<file path="src/rtl/unary_pkg.sv">
// Shared types and constants for the unary stream generator and its per-channel bit generators.
package unary_pkg;

  typedef enum logic {IDLE, RUN} state_t;

  localparam logic MODE_THERMO = 1'b0;
  localparam logic MODE_DITHER = 1'b1;

  function automatic int unsigned frame_len(input int unsigned w);
    return (32'd1 << w) - 32'd1;
  endfunction

endpackage

</file>
<file path="src/rtl/unary_bit_gen.sv">
// One unary channel: holds the operand and the first-order modulator accumulator,
// and presents the bit for the current frame index combinationally.
module unary_bit_gen
  import unary_pkg::*;
#(
  parameter int unsigned W = 4
) (
  input  logic         clk,
  input  logic         rst,
  input  logic         load,
  input  logic         step,
  input  logic         mode,
  input  logic [W-1:0] value,
  input  logic [W-1:0] cnt,
  output logic         ubit
);

  localparam int unsigned FRAME   = frame_len(W);
  localparam logic [W:0]  FRAME_X = (W+1)'(FRAME);

  logic [W-1:0] v_q;
  logic [W-1:0] acc;
  logic [W:0]   sum;
  logic [W:0]   diff;
  logic         hit;

  always_comb begin
    sum  = {1'b0, acc} + {1'b0, v_q};
    diff = sum - FRAME_X;
    hit  = (sum >= FRAME_X);
    ubit = (mode == MODE_DITHER) ? hit : (cnt < v_q);
  end

  // load wins over step so a back-to-back accept restarts the accumulator cleanly
  always_ff @(posedge clk) begin
    if (rst) begin
      v_q <= '0;
      acc <= '0;
    end else if (load) begin
      v_q <= value;
      acc <= '0;
    end else if (step && (mode == MODE_DITHER)) begin
      acc <= hit ? diff[W-1:0] : sum[W-1:0];
    end
  end

endmodule

</file>
<file path="src/rtl/unary_stream_gen.sv">
// Converts two binary operands into serial unary streams A/B with frame enable,
// one bit per non-held RUN cycle, registered outputs, zero-gap back-to-back frames.
module unary_stream_gen
  import unary_pkg::*;
#(
  parameter int unsigned W = 4
) (
  input  logic         clk,
  input  logic         rst,
  input  logic         in_valid,
  output logic         in_ready,
  input  logic [W-1:0] a_val,
  input  logic [W-1:0] b_val,
  input  logic         mode,
  input  logic         hold,
  output logic         A,
  output logic         B,
  output logic         en,
  output logic         frame_done,
  output logic         busy
);

  localparam int unsigned FRAME = frame_len(W);
  localparam logic [W-1:0] LAST = W'(FRAME - 1);

  state_t       state;
  state_t       state_next;
  logic [W-1:0] cnt;
  logic         mode_q;
  logic         at_last;
  logic         step;
  logic         accept;
  logic         bit_a;
  logic         bit_b;

  always_comb begin
    at_last    = (state == RUN) && (cnt == LAST);
    step       = (state == RUN) && !hold;
    in_ready   = !rst && ((state == IDLE) || (at_last && !hold));
    accept     = in_valid && in_ready;
    state_next = state;
    if (accept) begin
      state_next = RUN;
    end else if (step && at_last) begin
      state_next = IDLE;
    end
  end

  always_ff @(posedge clk) begin
    if (rst) begin
      state      <= IDLE;
      cnt        <= '0;
      mode_q     <= MODE_THERMO;
      A          <= 1'b0;
      B          <= 1'b0;
      en         <= 1'b0;
      frame_done <= 1'b0;
      busy       <= 1'b0;
    end else begin
      state <= state_next;
      if (accept) begin
        cnt    <= '0;
        mode_q <= mode;
      end else if (step) begin
        cnt <= cnt + 1'b1;
      end
      // bit computed from the pre-edge index, so it is shown one cycle later
      en         <= step;
      A          <= step && bit_a;
      B          <= step && bit_b;
      frame_done <= step && at_last;
      busy       <= accept || (state == RUN);
    end
  end

  unary_bit_gen #(.W(W)) u_gen_a (
    .clk   (clk),
    .rst   (rst),
    .load  (accept),
    .step  (step),
    .mode  (mode_q),
    .value (a_val),
    .cnt   (cnt),
    .ubit  (bit_a)
  );

  unary_bit_gen #(.W(W)) u_gen_b (
    .clk   (clk),
    .rst   (rst),
    .load  (accept),
    .step  (step),
    .mode  (mode_q),
    .value (b_val),
    .cnt   (cnt),
    .ubit  (bit_b)
  );

endmodule

</file>
<file path="config.mk">
export PLATFORM = sky130hd
export DESIGN_NAME = unary_stream_gen
export DESIGN_NICKNAME = d
export VERILOG_FILES = /design/src/rtl/unary_pkg.sv /design/src/rtl/unary_bit_gen.sv /design/src/rtl/unary_stream_gen.sv
export SDC_FILE = /design/constraint.sdc
export NUM_CORES = 1
export LEC_CHECK = 0
export CAP_MARGIN = 15
export CELL_PAD_IN_SITES_DETAIL_PLACEMENT = 1
export CELL_PAD_IN_SITES_GLOBAL_PLACEMENT = 1
export CORE_ASPECT_RATIO = 0.5
export CORE_MARGIN = 2
export CORE_UTILIZATION = 30
export CTS_BUF_LIST = sky130_fd_sc_hd__clkbuf_8
export DETAILED_ROUTE_END_ITERATION = 12
export GPL_TIMING_DRIVEN = 0
export HOLD_SLACK_MARGIN = 0.05
export PLACE_DENSITY_LB_ADDON = 0.2
export SETUP_SLACK_MARGIN = 0.3
export SLEW_MARGIN = 10
export SYNTH_ARGS = -nofsm -noshare
export SYNTH_HDL_FRONTEND = slang
export SYNTH_SLANG_ARGS = --single-unit
export TNS_END_PERCENT = 5
</file>
<file path="constraint.sdc">
create_clock -name clk -period 2.83 [get_ports clk]
set_input_delay 0.566 -clock clk [delete_from_list [all_inputs] [get_ports clk]]
set_output_delay 0.566 -clock clk [all_outputs]
set_load 0.1 [all_outputs]
</file>
Figure 1. The metal 2 layer.
Scale: 6 px per um.
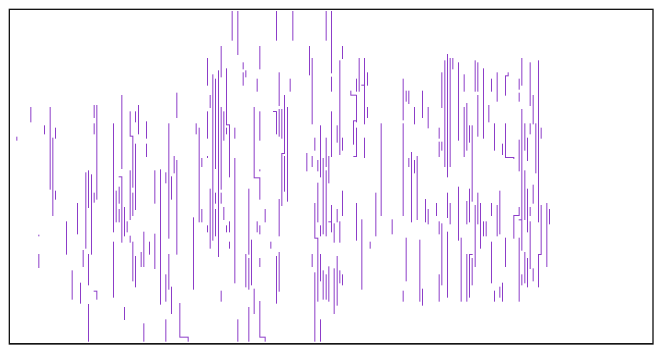
main direction: vertical
wire length on this layer: 1650 um
longest straight run: 30.9 um
share of all routed wire: 45%

Figure 2. Cells coloured by class.
Scale: 3 px per um.
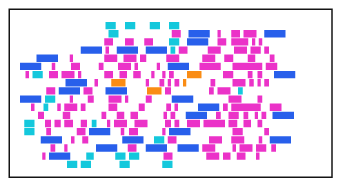
| class | colour | cells |
|---|---|---|
| combinational and other logic | magenta | 134 |
| clock drivers and dummy loads | orange | 4 |
| flops | blue | 27 |
| other buffers and delay cells | cyan | 22 |
num rows: 18
final core utilization: 38.0%
Seq/total area: 28.3%
core area: 5020 um2
final instance area: 1910 um2

==> impl_metrics.csv <==
group,metric,value,unit
finish,lay_top_cells,"27 x dfxtp_1, 18 x ha_1, 17 x clkdlybuf4s50_1, 12 x inv_1, 12 x a21oi_1",
setup_path,required,2260,ps
finish,layout.area.seq,541,um2
clock_tree,cts_buffer_depth,2,
route,num_vias,1271,
status,outcome,"finished, final reports clean",
clock_tree,cts_root_buf,"clkbuf_8",
setup_path,r2r-start,"u_gen_b.v_q[0]",
grt,grt_pass1_vias,1281,
floorplanning,fp.dieH,55.5,um
grt,grt_start_max_net_pins,15,
place,dp.final_hpwl,2810,um
setup_path,path_cells,"ha_1, nand3_1, o21ai_2, and2_1, buf_4",
grt,grt_first_pass_wirelength,6270,um
synthesis,fp_nets,198,
synthesis,syn_avg_cell_area,9.65,um2
floorplanning,dieArea,5940,um2
power_and_ir_drop,p_leak,0.861,nW
clock_tree,clock-sinks,27,
finish,drive_gt1_share,11.8,%
power_and_ir_drop,finalPower,0.000778,W
finish,clock_area_share,2.36,%
finish,buf_share,10.4,%
setup_path,path_class,"register to output pin",
synthesis,async_flop_share,0,%
floorplanning,fp_util,31.7,%
setup_path,endpoint,"in_ready",
setup_path,rr_endpoint,"u_gen_b.acc[1]",
synthesis,synth_top_area_share,33.9,%
synthesis,yosys_warnings,0,
setup_path,cp_slowest_stage_delay,470,ps
synthesis,synth.distinct_cells,35,
grt,grt_remaining_overflow,0,
finish,n_all_buffers,22,
power_and_ir_drop,ir_drop,0.180,mV
finish,clock_buffers,3,
synthesis,ys_cells,165,
finish,synthToLayoutAreaGrowth,19.7,%
route,drt.antenna.violating_nets,0,
route,drc,0,
grt,antenna_found_initial,0,
min_path,hp-start,"u_gen_a.acc[0]",
setup_path,crit_path_start_kind,"register",
clock_tree,cts_setup_buffers,0,
final_timing,setup_viol_count_final,0,
setup_path,rr_worst_depth,7,
final_timing,fin_crit,2330,ps
synthesis,ff_type,"dfxtp_1",
finish,nets,221,
place,place_congestion,0.725,
synthesis,synth_seq_share,33.9,%
synthesis,ys.flops,27,
synthesis,largest_area_cell,"dfxtp_1",
power_and_ir_drop,power_density,408,nW/um2
route,viasPerCell,4.95,
synthesis,common_cells,"27 x dfxtp_1, 18 x ha_1, 12 x a21oi_1",
setup_path,cp_slowest_cell,"dfxtp_1",
setup_path,end_kind,"output pin",
synthesis,synth_cells,165,
flow_run,maxCapViolations,0,
finish,diodes,0,
finish,comb_share,52.2,%
grt,grtUsageTotal,13.3,%
route,dr.pass1.iters,4,
final_timing,period_used_share,82.4,%
place,place_area,1860,um2
clock_tree,clk_pin_slew,100,ps
synthesis,ys_chip_area,1590,um2
finish,lay_top_count,"dfxtp_1",
final_timing,tightestPinTransition,972,ps
final_timing,final-hold-violation-count,0,
finish,nFlopsAndLatches,27,
clock_tree,cts-buffers-inserted,3,
finish,fillCellCount,594,
floorplanning,die_w,107,um
setup_path,crit_start,"cnt[1]",
synthesis,syn-cell-area,1590,um2
Figure 3. Nets reached from selected ports.
Scale: 6 px per um.
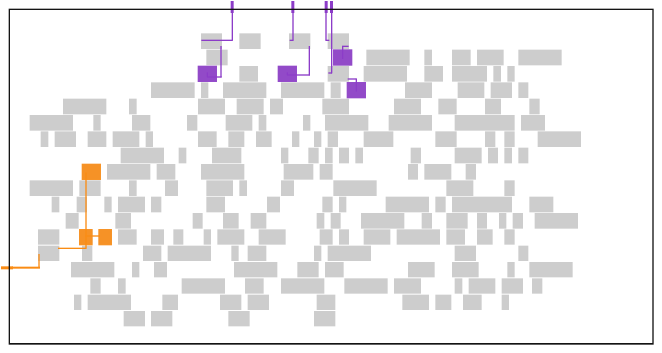
| port | colour | direction | edge | end cells | wire |
|---|---|---|---|---|---|
| hold | orange | input | left | 3 | 26.1 um |
| a_val | purple | input | top | 4 | 54.3 um |

Figure 4. Clock wires, drivers and flops.
Scale: 3 px per um.
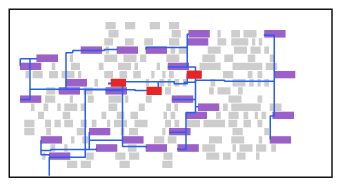
[clock drivers] red | count: 3
[flip-flops] purple | count: 27
[clock wires] blue | length: 410 um
flops lie: all over the die
Worst Skew: 3.30 ps
Clock power frac: 28.8%
clk pwr: 0.000224 W
Worst-Skew Late Latency: 280 ps

[critical path: cells and delay by family (launching register included)]
| family | cells | cell delay [ps] |
|---|---|---|
| flops | 1 | 470 |
| simple gates | 2 | 300 |
| buf+inv | 1 | 280 |
| compound gates | 1 | 240 |
| fa+ha+maj | 1 | 190 |
[layer usage]
layer | track usage (%) | routed length, um | vias up
met5 | 0 | 0 | -
met3 | 3.42 | 79 | 0
li1 | - | - | 641
met2 | 21.0 | 1650 | 11
met4 | 2.23 | 0 | 0
met1 | 18.5 | 1970 | 619
[sequential cells by signal (all words and copies together) (netlist names)]
name and count:
u_gen_b.v_q 4, B 1, cnt 4, u_gen_b.acc 4
u_gen_a.acc 4, en 1, frame_done 1, u_gen_a.v_q 4
mode_q 1, state 1, busy 1, A 1
[cells by family (layout without fill, tap and decap cells)]
group / after synthesis / in the layout / synth area share [%]
AOI/OAI and AO/OA: 51 / 51 / 26.3
xor gates and xnor gates: 5 / 5 / 2.75
DFF: 27 / 27 / 33.9
buffers and inverters: 15 / 37 / 3.85
adders and majority gates: 20 / 20 / 16.7
muxes: 4 / 4 / 2.51
and+or+nand+nor: 43 / 43 / 14.0
[metrics by stage]
stage               instances  util [%]  hold WS, ps  setup WS [ps]  setup TNS (ps)
floorplan                 165         -          440            587               0
global placement          253      37.0          462           -314            -314
detailed placement        253      37.0          477           -337            -337
CTS                       257      37.9          491            398               0
global route              257      38.0          534            352               0
finish                    257      38.0          491            498               0
[power by group]
group / switching [W] / internal, W
registers: 0.0000156 / 0.000393
clock network: 0.000126 / 0.0000975
logic: 0.0000805 / 0.0000646
total: 0.000222 / 0.000555
[what timing repair did]
item / in CTS / in global routing
endpoints found under the setup margin: 1 / 1
gates resized: 6 / 1
cloned: 0 / 0
hold buffers: 0 / 0
Power figures rest on the tool's default switching activity, not on a simulated workload.
